**Run 1: PDN straps and rails**

Scale bar: 20 um. Pins as bars on the die edge.
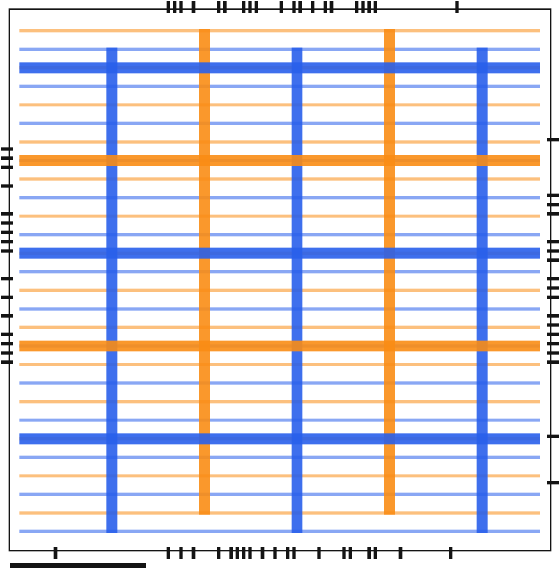
**Run 1: cell classes on the final placement**

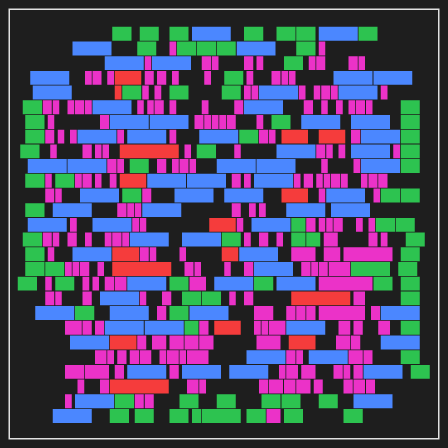
**Run 1: clock network drawn from the DEF**

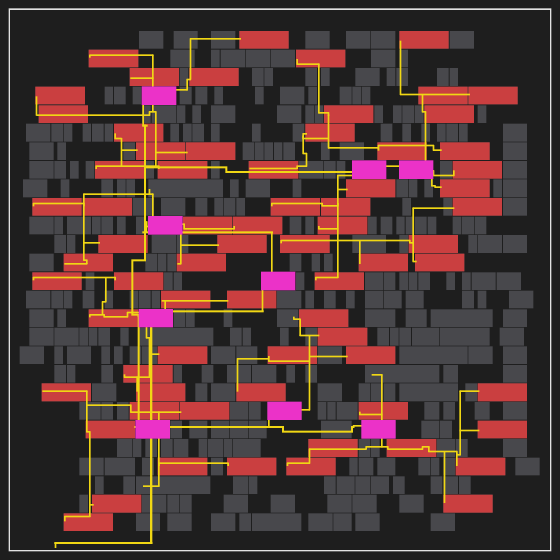
Design juntador_16_32_flat, sky130hd; sources not shown.
==> qor.yml, run 1 <==
crit_buf_inv: 1
clk_path_buf_depth: 2
post-synth-top-area-fraction_pct: 52.3
number_of_flops_mapped_to_enable_cells_by_yosys: 0
seq_power_share_pct: 45.7
global_route.usage.met1_pct: 24.3
area_delta_synth_final_pct: 39.1
row_count: 27
antenna_found_initial: 0
buf_share_pct: 21.3
use_met3_pct: 7.24
lay_top_count: "nand2_1"
hold_removal_path_class: "reg2reg"
slowest_stage: "dfxtp_1"
synthMostInstantiatedCell: "nand2_1"
syn-num-nets: 347
filler_cell_count: 475
pwr.group.sequential_mw: 1.16
grt_util_met2_pct: 32.3
yosys-dominant-comb-family: "simple AND/OR/NAND/NOR gates"
cts-hold-fix-buffers: 0
status: "finished clean"
layout.cells.largest_class: "registers"
clock_area_share_pct: 7.25
taps: 72
final_hold_viol_count: 0
ys_cells: 323
tns_ns: 0
io_buffer_count: 73
numCtsBuffers: 9
grt_usage_pct: 19.9
clock.fmax_mhz: 424
synth.avg_cell_area_um2: 8.30
grt_overflow: 0
grt_pass1_wl_um: 9600
post_synth_mux_area_share_pct: 1.17
cts_setup_buffers: 0
sequential_cell_total: 70
tally_of_nets_with_antenna_violations_remaining_after_routing: 0
finalWorstSetupSlack_ns: 0.144
synth.cellmix.adderShare_pct: 0.933
comb_area_share_pct: 31.0
synthesis.area_mm2: 0.00268
nNonClkBuffers: 79
chipWidth_um: 79.2
top_library_cells_by_usage_in_the_layout_fill_and_taps_aside: "nand2_1 (103), clkdlybuf4s50_1 (72), dfxtp_1 (70), a21oi_1 (64), clkbuf_8 (10)"
vias: 2335
ios: 74
ys_ff: 70
cp_top_family: "flip-flops"
sh_seq_area_pct: 37.6
yosysWarningCount: 0
p_int_mw: 2.01
floorplan.core_util_pct: 47.8
detail_route.drc_violations: 0
avgRoutedWirePerCell_um: 12.7
grt_max_degree: 43
yosys-top-cells-area: "dfxtp_1 (52%), nand2_1 (14%), a21oi_1 (12%)"
route.met3.wl_um: 320
sequential_cell_area_mm2: 0.00140
maxPowerGroup: "clock"
final.clkbuf_count: 11
place_ws_ns: 0.167
warning_count: 26
dpl.cell_count: 451
finalCritPeriodShare_pct: 94.2
ys_sh_aoi_pct: 14.8
critical_path_cell_count: 2
synth.lib_cells_used.distinct: 30
path_max_fanout: 9
setup-violations-final: 0
p_comb_uw: 163
num_antenna_cells: 0
final_cell_count_no_fill: 467
worst_pin_slew_ns: 0.548
inverter_count: 4
cp-end-kind: "output port"
ys_area_mm2: 0.00268
synth.cellmix.xorXnorShare_pct: 0.980
firstDrtPassIters: 4
synth_sequential_area_ratio_pct: 52.3
clock_tree.root_cell: "clkbuf_8"
gate_count_of_the_mapped_netlist: 323
die-area_mm2: 0.00627
postPlaceCellArea_mm2: 0.00346
timing.reg2reg.worst_path_depth: 3
async_reset_ff_share_pct: 0
cts_sinks: 70
largest_reg_flops: 32
path_cells: "nand2b_1 > clkdlybuf4s50_1"
drt_iter0_markers: 144
totalWireLength_um: 5930
top_usage_layer: "met2"
cell_leakage_power_nw: 1.31
timing.critical_path.arrival_ns: 1.66
final_max_slew_viol_count: 0
cts_resized: 0
clk_pin_slew_ns: 0.07
insertion_delay_ns: 0.34
netSwitchingPower_uw: 520
final_nets: 414
timing.hold.worst_path_depth: 2
p_per_area_mw_per_mm2: 679
critical-path-max-stage-delay_ns: 0.62
maxCapViolCount: 0
post_synth_and_or_nand_nor_area_fraction_pct: 24.6
total_half_perimeter_wirelength_after_legalization_and_detailed_placement_um: 3830
viasPerCell: 5.00
comb_power_share_pct: 6.4
cts_htree_levels: 3
final_estimated_routing_congestion_in_global_placement: 0.757
worst_setup_path_start_kind: "flop"
cp.required_ns: 1.80
totalPowerFinal_mw: 2.53
synth.cells.most_frequent: "nand2_1 (103), dfxtp_1 (70), a21oi_1 (64)"
synth_top_flop_cell: "dfxtp_1"
highest-signal-layer: "met4"
slew_headroom_pct: 63.5
worstSetupPathType: "reg2out"
drive_above_1_share_pct: 7.09
m1WireLength_um: 2720
grt_setup_unrepaired: "no"
met2_wirelength_um: 2810
cts_tree: "yes"
nMultiInputCombCells: 226
worst-r2r-setup-slack_ns: 0.64
finalWorstPathRequiredPeriod_ns: 2.36
finalHoldWorstSlack_ns: 0.252
area.combinational_mm2: 0.00116
grt_pass1_vias: 2072
sw_frac_of_total_pct: 20.5
synth_area_leader_cell: "dfxtp_1"
## Picture notes: 'PDN straps and rails'
net	color
VSS	blue
VDD	orange
met5 straps	5
met4 straps	5
die height: 79.2 um
core region area: 0.00561 mm2
peak ir drop on the vdd network: 420 uV

## Picture notes: 'cell classes on the final placement'
class	color	cells	share of their area
remaining logic cells	magenta	230	32%
remaining buffers and delay cells	green	79	22%
registers	blue	70	39%
clock drivers and dummy loads	red	16	7.4%
finished layout cell area: 0.00373 mm2
utilization of the core after routing: 66.5%

## Picture notes: 'clock network drawn from the DEF'
[clock wires] yellow | length: 795 um
[flip-flops] red | count: 70
[clock-net drivers] magenta | count: 9
flops lie	spread over the die
routed clock nets	10
share of total power in the clock network: 47.8%
clock network power: 1.21 mW

**Run 1: signal wires by layer**

Scale bar: 20 um.
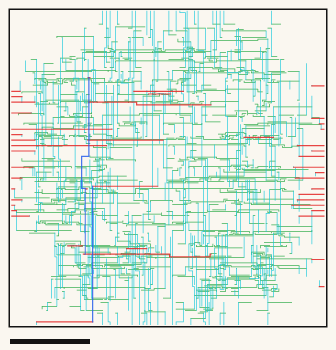

==> inputs of run 2 (changes only) <==
- clock period: 2.5 -> 2.2 ns (I/O delays scaled with it)
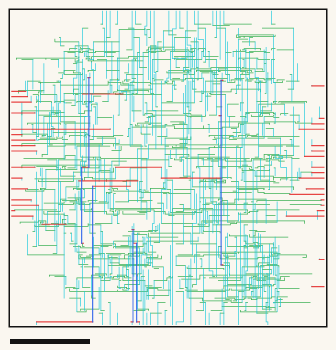
**Above:** run 2 (signal wires by layer).
Scale bar: 20 um.
layer	color	wire length
M1	green	2720 um
M2	cyan	2850 um
M4	blue	165 um
M3	red	244 um
global-route usage over all layers: 20.2%
post-DR wirelength/cell: 12.7 um
wirelength, routed: 5980 um

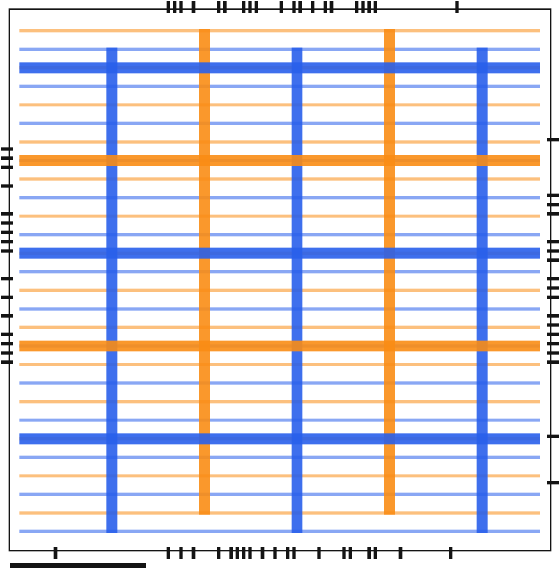
**Above:** run 2 (PDN straps and rails).
Scale bar: 20 um. Pins as bars on the die edge.
net	color
VDD	orange
VSS	blue
met4 straps	5
met5 straps	5
met1 rails	28
rows	27
signal pins	74
die outline width: 79.2 um
peak ir drop on the vdd network: 475 uV

==> run 2 against run 1 <==
  * Wire length grew 0.93%
  * Die area is the same
  * Cell count grew 1.1%
  * Utilization shrank 0.69 points
  * Largest power group is now registers
==> qor.yml, run 2 <==
taps: 72
clock_tree.root_cell: "clkbuf_8"
use_met3_pct: 3.68
async_reset_ff_share_pct: 0
ys_sh_aoi_pct: 14.8
synth.cells.most_frequent: "nand2_1 (103), dfxtp_1 (70), a21oi_1 (64)"
highest-signal-layer: "met4"
worst_pin_slew_ns: 0.406
area_delta_synth_final_pct: 37.6
cts-hold-fix-buffers: 0
global_route.usage.met1_pct: 24.2
timing.reg2reg.worst_path_depth: 4
final_max_slew_viol_count: 0
cts_setup_buffers: 0
final_hold_viol_count: 0
p_clk_mw: 1.03
row_count: 27
sw_frac_of_total_pct: 22.4
num_antenna_cells: 0
clk_path_buf_depth: 2
final_cell_area_mm2: 0.00369
firstDrtPassIters: 4
final_nets: 420
syn-num-nets: 347
finalWorstPathRequiredPeriod_ns: 2.08
timing.critical_path.arrival_ns: 1.44
sequential_cell_area_mm2: 0.00140
pwr.group.sequential_mw: 1.31
die-area_mm2: 0.00627
number_of_flops_mapped_to_enable_cells_by_yosys: 0
cp.required_ns: 1.56
tns_ns: 0
worstSetupPathType: "reg2out"
core_area_mm2: 0.00561
netSwitchingPower_uw: 568
drt_iter0_markers: 102
top_library_cells_by_usage_in_the_layout_fill_and_taps_aside: "nand2_1 (103), clkdlybuf4s50_1 (72), dfxtp_1 (70), a21oi_1 (64)"
viasPerCell: 5.11
yosys-dominant-comb-family: "simple AND/OR/NAND/NOR gates"
finalCritPeriodShare_pct: 94.4
numCtsBuffers: 9
final_cell_count_no_fill: 472
finalHoldWorstSlack_ns: 0.183
cts_sinks: 70
yosys-top-cells-area: "dfxtp_1 (52%), nand2_1 (14%), a21oi_1 (12%)"
final_estimated_routing_congestion_in_global_placement: 0.724
critical_path_cell_count: 2
route.met3.wl_um: 243
cts_htree_levels: 3
yosysWarningCount: 0
path_max_fanout: 2
warning_count: 26
gate_count_of_the_mapped_netlist: 323
ys_ff: 70
worst-r2r-setup-slack_ns: 0.45
path_cells: "nand2b_1 > clkdlybuf4s50_1"
finalWorstSetupSlack_ns: 0.123
total_half_perimeter_wirelength_after_legalization_and_detailed_placement_um: 3960
timing.hold.worst_path_depth: 2
synth.cellmix.adderShare_pct: 0.933
crit_buf_inv: 1
largest_reg_flops: 32
inverter_count: 4
sequential_cell_total: 70
filler_cell_count: 500
post_synth_mux_area_share_pct: 1.17
synth.lib_cells_used.distinct: 30
post-synth-top-area-fraction_pct: 52.3
dpl.cell_count: 457
clock_area_share_pct: 5.39
seq_power_share_pct: 51.8
nNonClkBuffers: 85
cell_leakage_power_nw: 1.31
final.clkbuf_count: 12
clk_pin_slew_ns: 0.07
p_int_mw: 1.97
critical-path-max-stage-delay_ns: 0.61
setup-violations-final: 0
cp-end-kind: "output port"
grt_setup_unrepaired: "no"
clock.fmax_mhz: 481
ys_area_mm2: 0.00268
cp_top_family: "buffers and inverters"
drive_above_1_share_pct: 8.25
insertion_delay_ns: 0.33
maxCapViolCount: 0
detail_route.drc_violations: 0
io_buffer_count: 73
grt_pass1_vias: 2156
slew_headroom_pct: 72.9
floorplan.core_util_pct: 47.8
top_usage_layer: "met2"
slowest_stage: "clkdlybuf4s50_1"
comb_power_share_pct: 7.6
met2_wirelength_um: 2850
grt_util_met2_pct: 33.7
grt_max_degree: 42
ios: 74
synthMostInstantiatedCell: "nand2_1"
finish.utilization_pct: 65.8
maxPowerGroup: "registers"
tally_of_nets_with_antenna_violations_remaining_after_routing: 0
cts_tree: "yes"
totalPowerFinal_mw: 2.54
post_synth_and_or_nand_nor_area_fraction_pct: 24.6
synth_area_leader_cell: "dfxtp_1"
lay_top_count: "nand2_1"
cts_resized: 0
hold_removal_path_class: "in2reg"
synth.avg_cell_area_um2: 8.30
share_clk_of_total_power_pct: 40.6
synthesis.area_mm2: 0.00268
postPlaceCellArea_mm2: 0.00349
p_per_area_mw_per_mm2: 687
place_ws_ns: -0.0226
p_comb_uw: 192
synth_sequential_area_ratio_pct: 52.3
area.combinational_mm2: 0.00116
grt_pass1_wl_um: 9760
worst_setup_path_start_kind: "flop"
ys_cells: 323
nMultiInputCombCells: 226
synth_top_flop_cell: "dfxtp_1"
buf_share_pct: 22.4
comb_area_share_pct: 31.3
status: "finished clean"
antenna_found_initial: 0
vias: 2412
grt_overflow: 0
layout.cells.largest_class: "registers"
Power and IR drop assume default switching activity.
